Figure 1. Routing congestion.
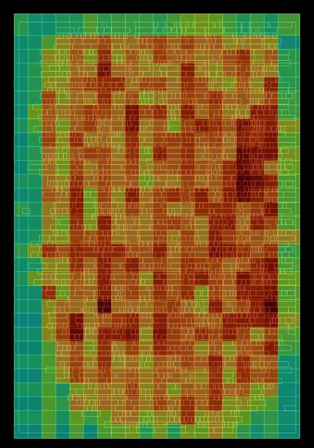
Figure 2. Register map, names as in the netlist.
The bar under the picture is 50 um long.
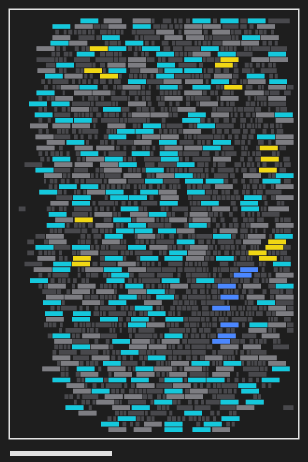
===== config.mk =====
export PLATFORM = sky130hd
export DESIGN_NAME = max_pool_frame_packer
export DESIGN_NICKNAME = d
export VERILOG_FILES = /design/src/rtl/mnist_pool_pkg.sv /design/src/rtl/frame_word_serializer.sv /design/src/rtl/max_pool_frame_packer.sv
export SDC_FILE = /design/constraint.sdc
export NUM_CORES = 1
export LEC_CHECK = 0
export ABC_CLOCK_PERIOD_IN_PS = 3400
export CAP_MARGIN = 0
export CORE_ASPECT_RATIO = 1.5
export CORE_MARGIN = 2
export CORE_UTILIZATION = 63
export DETAILED_ROUTE_END_ITERATION = 8
export PLACE_DENSITY = 0.8
export SLEW_MARGIN = 20
export SYNTH_ARGS = -nofsm -noshare
export SYNTH_HDL_FRONTEND = slang
export SYNTH_SLANG_ARGS = --single-unit
export TNS_END_PERCENT = 100

===== constraint.sdc =====
create_clock -name clk -period 3.4 [get_ports clk]
set_input_delay 0.68 -clock clk [delete_from_list [all_inputs] [get_ports clk]]
set_output_delay 0.68 -clock clk [all_outputs]
set_load 0.05 [all_outputs]

===== src/rtl/mnist_pool_pkg.sv =====
// Shared sizing helpers and drain FSM encoding for the max-pool frame packer.
package mnist_pool_pkg;

    typedef enum logic {
        StIdle = 1'b0,
        StSend = 1'b1
    } drain_state_t;

    function automatic int unsigned pool_dim(input int unsigned n);
        return n / 2;
    endfunction

    function automatic int unsigned calc_num_words(input int unsigned bits,
                                                   input int unsigned width);
        return (bits + width - 1) / width;
    endfunction

    function automatic int unsigned idx_width(input int unsigned n);
        return (n > 1) ? $clog2(n) : 1;
    endfunction

endpackage


===== src/rtl/frame_word_serializer.sv =====
// Streams one full ping-pong bank as OUT_W-bit words over valid/ready, then frees it.
module frame_word_serializer
    import mnist_pool_pkg::*;
#(
    parameter int unsigned FRAME_BITS = 169,
    parameter int unsigned OUT_W      = 16,
    parameter int unsigned NUM_WORDS  = 11
) (
    input  logic                  clk,
    input  logic                  rst_n,
    input  logic [FRAME_BITS-1:0] bank0,
    input  logic [FRAME_BITS-1:0] bank1,
    input  logic [1:0]            bank_full,
    input  logic                  word_ready,
    output logic [OUT_W-1:0]      word_out,
    output logic                  word_valid,
    output logic                  word_last,
    output logic                  frame_done,
    output logic                  drain_sel
);

    localparam int unsigned IDX_W = idx_width(NUM_WORDS);
    localparam logic [IDX_W-1:0] LAST_IDX = IDX_W'(NUM_WORDS - 1);

    drain_state_t                 state;
    logic [IDX_W-1:0]             idx;
    logic [IDX_W-1:0]             idx_nxt;
    logic [NUM_WORDS*OUT_W-1:0]   frame_pad;
    logic [OUT_W-1:0]             words [NUM_WORDS];

    // Pad the frame so the final word carries zeros above FRAME_BITS.
    always_comb begin
        frame_pad                   = '0;
        frame_pad[FRAME_BITS-1:0]   = drain_sel ? bank1 : bank0;
    end

    for (genvar g = 0; g < NUM_WORDS; g++) begin : g_words
        assign words[g] = frame_pad[g*OUT_W +: OUT_W];
    end

    assign idx_nxt    = idx + 1'b1;
    assign frame_done = (state == StSend) && word_ready && (idx == LAST_IDX);

    always_ff @(posedge clk or negedge rst_n) begin
        if (!rst_n) begin
            state      <= StIdle;
            idx        <= '0;
            drain_sel  <= 1'b0;
            word_out   <= '0;
            word_valid <= 1'b0;
            word_last  <= 1'b0;
        end else begin
            unique case (state)
                StIdle: begin
                    if (bank_full[drain_sel]) begin
                        word_out   <= words[0];
                        word_valid <= 1'b1;
                        word_last  <= (NUM_WORDS == 1);
                        idx        <= '0;
                        state      <= StSend;
                    end
                end
                StSend: begin
                    if (word_ready) begin
                        if (idx == LAST_IDX) begin
                            word_out   <= '0;
                            word_valid <= 1'b0;
                            word_last  <= 1'b0;
                            drain_sel  <= ~drain_sel;
                            state      <= StIdle;
                        end else begin
                            idx       <= idx_nxt;
                            word_out  <= words[idx_nxt];
                            word_last <= (idx_nxt == LAST_IDX);
                        end
                    end
                end
                default: state <= StIdle;
            endcase
        end
    end

endmodule


===== src/rtl/max_pool_frame_packer.sv =====
// OR-pools 2x2 binary windows, packs pooled frames into ping-pong banks and
// hands completed banks to the word serializer.
module max_pool_frame_packer
    import mnist_pool_pkg::*;
#(
    parameter int unsigned IN_WIDTH  = 26,
    parameter int unsigned IN_HEIGHT = 26,
    parameter int unsigned OUT_W     = 16
) (
    input  logic             clk,
    input  logic             rst_n,
    input  logic             valid_in,
    input  logic             pixel_0,
    input  logic             pixel_1,
    input  logic             pixel_2,
    input  logic             pixel_3,
    output logic             pooled_pixel,
    output logic             pooled_valid,
    output logic [OUT_W-1:0] word_out,
    output logic             word_valid,
    input  logic             word_ready,
    output logic             word_last,
    output logic             frame_overflow
);

    localparam int unsigned POOL_W     = pool_dim(IN_WIDTH);
    localparam int unsigned POOL_H     = pool_dim(IN_HEIGHT);
    localparam int unsigned FRAME_BITS = POOL_W * POOL_H;
    localparam int unsigned NUM_WORDS  = calc_num_words(FRAME_BITS, OUT_W);
    localparam int unsigned CNT_W      = idx_width(FRAME_BITS);
    localparam logic [CNT_W-1:0] LAST_BIT = CNT_W'(FRAME_BITS - 1);

    logic [FRAME_BITS-1:0] bank0;
    logic [FRAME_BITS-1:0] bank1;
    logic [1:0]            bank_full;
    logic [1:0]            bank_full_d;
    logic                  fill_sel;
    logic [CNT_W-1:0]      pool_cnt;
    logic                  window_or;
    logic                  accept;
    logic                  frame_complete;
    logic                  frame_done;
    logic                  drain_sel;

    assign window_or      = pixel_0 | pixel_1 | pixel_2 | pixel_3;
    assign accept         = valid_in && !bank_full[fill_sel];
    assign frame_complete = accept && (pool_cnt == LAST_BIT);

    // Fill and drain always target different banks, so both updates can land together.
    always_comb begin
        bank_full_d = bank_full;
        if (frame_done) begin
            bank_full_d[drain_sel] = 1'b0;
        end
        if (frame_complete) begin
            bank_full_d[fill_sel] = 1'b1;
        end
    end

    always_ff @(posedge clk or negedge rst_n) begin
        if (!rst_n) begin
            pooled_pixel   <= 1'b0;
            pooled_valid   <= 1'b0;
            frame_overflow <= 1'b0;
            bank0          <= '0;
            bank1          <= '0;
            bank_full      <= '0;
            fill_sel       <= 1'b0;
            pool_cnt       <= '0;
        end else begin
            pooled_valid <= valid_in;
            pooled_pixel <= valid_in & window_or;
            bank_full    <= bank_full_d;
            if (valid_in && bank_full[fill_sel]) begin
                frame_overflow <= 1'b1;
            end
            if (accept) begin
                if (fill_sel) begin
                    bank1[pool_cnt] <= window_or;
                end else begin
                    bank0[pool_cnt] <= window_or;
                end
                if (pool_cnt == LAST_BIT) begin
                    pool_cnt <= '0;
                    fill_sel <= ~fill_sel;
                end else begin
                    pool_cnt <= pool_cnt + 1'b1;
                end
            end
        end
    end

    frame_word_serializer #(
        .FRAME_BITS (FRAME_BITS),
        .OUT_W      (OUT_W),
        .NUM_WORDS  (NUM_WORDS)
    ) u_serializer (
        .clk        (clk),
        .rst_n      (rst_n),
        .bank0      (bank0),
        .bank1      (bank1),
        .bank_full  (bank_full),
        .word_ready (word_ready),
        .word_out   (word_out),
        .word_valid (word_valid),
        .word_last  (word_last),
        .frame_done (frame_done),
        .drain_sel  (drain_sel)
    );

endmodule


==> git commit body <==
Record implementation results from latest flow run

- The worst setup path is captured at a register.
* Type of the worst min-delay path: primary input to asynchronous set/reset pin
* OpenROAD warning count: 31
- Hold buffer count at CTS: 0
- Cycle use final: 0.867
- Most frequently used cell type in the post-synthesis netlist: dfrtp_1
- The share of the Yosys chip area taken by registers is 0.524.
- In this run, synthesis produced a sequential element count of 376.
- The synthesized design contains 0 enable-type register cells.
* Portion of synthesized cell area occupied by the leading cell type: 0.524
- Pin count of the biggest net entering global routing: 90
* Die outline width: 142 um
* Total Die Area: 0.0299 sq mm
- The routed design shows a via density per instance of 7.22.
- Detailed Route Iter0 Violations: 1795
- For reference, the most critical setup path is categorized as register to register.
- Routed wire length: 49500 um
- The mapped netlist covers 0.0180 sq mm.
* Post-synthesis to final-layout area growth: 10.1%
- According to the report, the first pass of detailed routing completed in 7 iterations.
- The routed layout reports a DRC error count of 0.
* Final Max-Slew Violation Tally: 0
- P_leak: 8.41 nW
- Leaving out filler cells and counting taps, the final layout contains 1978.
- The placement report lists the number of port buffers as 28.
* Init Core Util: 0.640
- The core region is 0.0281 sq mm.
- The number of clock sinks came to 376.
- # IOs: 29
- Share of layout cells above drive strength 1: 0.154
- The synthesized netlist has a Yosys-reported chip area of 0.0180 sq mm.
* Buffer type at the clock tree root: clkbuf_16
- The smallest clock period supported by the final layout is computed as 2.95 ns.
* Number of fillers in the final layout: 1929
- Per the post-route antenna check, the number of violating nets is 0.
- Post-placement cell area: 0.0186 sq mm
- Post-route setup TNS: 0 ns
- Ys cells: 1687
- Data required, critical path: 3.81 ns
- The worst pin sits at a relative slew slack of 0.424.
* Dpl cells: 1917
- Buffers inserted by post-CTS timing repair: 0
- Per the post-synthesis report, the number of cells in the design is 1687.
- Via count: 14272
- Sum of overflow across all layers after global routing: 0
- HPWL after DPL: 29800 um
- F_max: 339 MHz
- Worst-case clock skew: 0.0294 ns
* Cell type with the largest total area: dfrtp_1
* Wire length of the first global-routing pass: 78900 um
- Number of global-route vias before repair: 14126
* Core utilization of the finished layout: 0.705
- Yosys warning total: 0
* Finish-stage setup viols: 0
* Biggest area cells: dfrtp_1, a31oi_1, a21oi_1, mux4_2, clkbuf_1
- The timing report gives the clock slew at the launch and capture registers of the worst setup and hold paths as 0.06 ns.
- The clock passes through at most 3 buffers.
- The H-tree was split into 2 levels.
- Total power for the finished layout comes to 14.7 mW.
* Nets@finish: 1623
- RePlAce ended its routability-driven mode at a weighted congestion of 0.899.
* Post-route standard cell area excluding fillers: 0.0198 sq mm
- RSZ-0062 raised after global routing: no
- The OpenROAD report gives the critical path a data arrival time of 3.35 ns.
- The pin closest to its max-slew limit shows a slew of 0.855 ns.
- Clock tree from TritonCTS: yes
- Chip height: 211 um
- Number of core rows: 75
- Result of the run: complete, no violations
- The script computed a power per unit cell area of 746 mW/mm^2.
- Async SR Flop Fraction: 1.00
- The tool flagged a number of max-cap violations equal to 0.
Notes on Figure 1 above:
DR WL/cell: 25.0 um
met3 track demand over resource: 0.0580
combined global-route utilization of all metal layers: 0.341
most crowded layer after global routing: met2

Notes on Figure 2 above:
Key: blue = `pool_cnt` [placed flops 8]; yellow = `u_serializer.word_out` [placed flops 16]; cyan = `bank0` [placed flops 169, where all over the die]
Another 183 sequential cells are not colored.

==> cell usage in the layout, fill, tap and decap left out, types with 9 or more instances in the layout <==
master / n
mux2i_1: 23
dfrtp_1: 374
clkbuf_1: 12
mux2_2: 17
nand3_1: 13
buf_12: 14
nor2_1: 21
buf_4: 65
nor2_2: 12
clkbuf_8: 9
nand2_1: 61
o21ai_0: 19
a22oi_1: 10
clkdlybuf4s50_1: 27
a21oi_1: 351
mux4_2: 75
a31oi_1: 341
nor3_1: 16
and2_1: 14
nor2b_1: 9
clkbuf_16: 35
a32oi_1: 11
==> routing by layer <==
layer / share of wire / routed length (um) / track usage
met4: 0.055 / 2740 / 0.183
met3: 0.088 / 4360 / 0.0580
met5: 0 / 0 / 0
met2: 0.48 / 23900 / 0.541
met1: 0.37 / 18400 / 0.456
==> through the flow <==
stage	setup slack [ns]	hold WS, ns
2_1_floorplan	0.706	0.384
3_3_place_gp	0.464	0.460
3_5_place_dp	0.403	0.479
4_1_cts	0.518	0.183
5_1_grt	0.281	0.201
6_report	0.452	0.153
==> cells by family (layout without fill, tap and decap cells) <==
logic type | after synthesis | in the layout | share of synthesized area
buffers and inverters | 230 | 175 | 0.0509
AND/OR/NAND/NOR | 183 | 183 | 0.0508
AND-OR/OR-AND | 763 | 763 | 0.245
flip-flops | 376 | 376 | 0.524
XOR/XNOR | 12 | 12 | 0.00585
multiplexers | 116 | 116 | 0.118
adder cells (fa/ha/maj) | 7 | 7 | 0.00488
==> critical path, cell delays in order (launching register included) <==
cell and delay (ns):
dfrtp_1 0.50, ha_2 0.77, mux4_2 0.42, mux2i_1 0.50, nor3_1 0.10, a2111oi_0 0.37, o21ai_0 0.14
==> sequential cells by signal, summed over array words and instances (netlist names), 2 cells and up <==
name,count
bank0,169
bank1,169
u_serializer.idx,4
pool_cnt,8
u_serializer.word_out,16
bank_full,2
==> worst paths after layout <==
path | startpoint | cells after the start | end
max reg2reg | u_serializer.idx[1] | 6 | u_serializer.word_out[5]
max | u_serializer.idx[1] | 6 | u_serializer.word_out[5]
min reg2reg | u_serializer.word_last | 2 | u_serializer.word_last
min in group clk | u_serializer.word_last | 2 | u_serializer.word_last
min | rst_n | 1 | bank0[144]
max in group asynchronous | rst_n | 2 | bank1[114]
==> report_power, final <==
part           total [mW]  switching, mW  internal (mW)  leakage [nW]
logic                5.16           3.20           1.96          2.72
clock network        3.92           1.67           2.26         0.551
registers            5.66          0.603           5.06          5.14
==> area by class of cell <==
class | instances | area share
clock inverters | 5 | 0.00399
inverters | 7 | 0.00133
flip-flops and latches | 376 | 0.476
well taps | 346 | 0.0219
multi-input cells | 1081 | 0.391
clock buffers | 56 | 0.0528
repair buffers | 107 | 0.0533
Power and IR drop assume default switching activity.
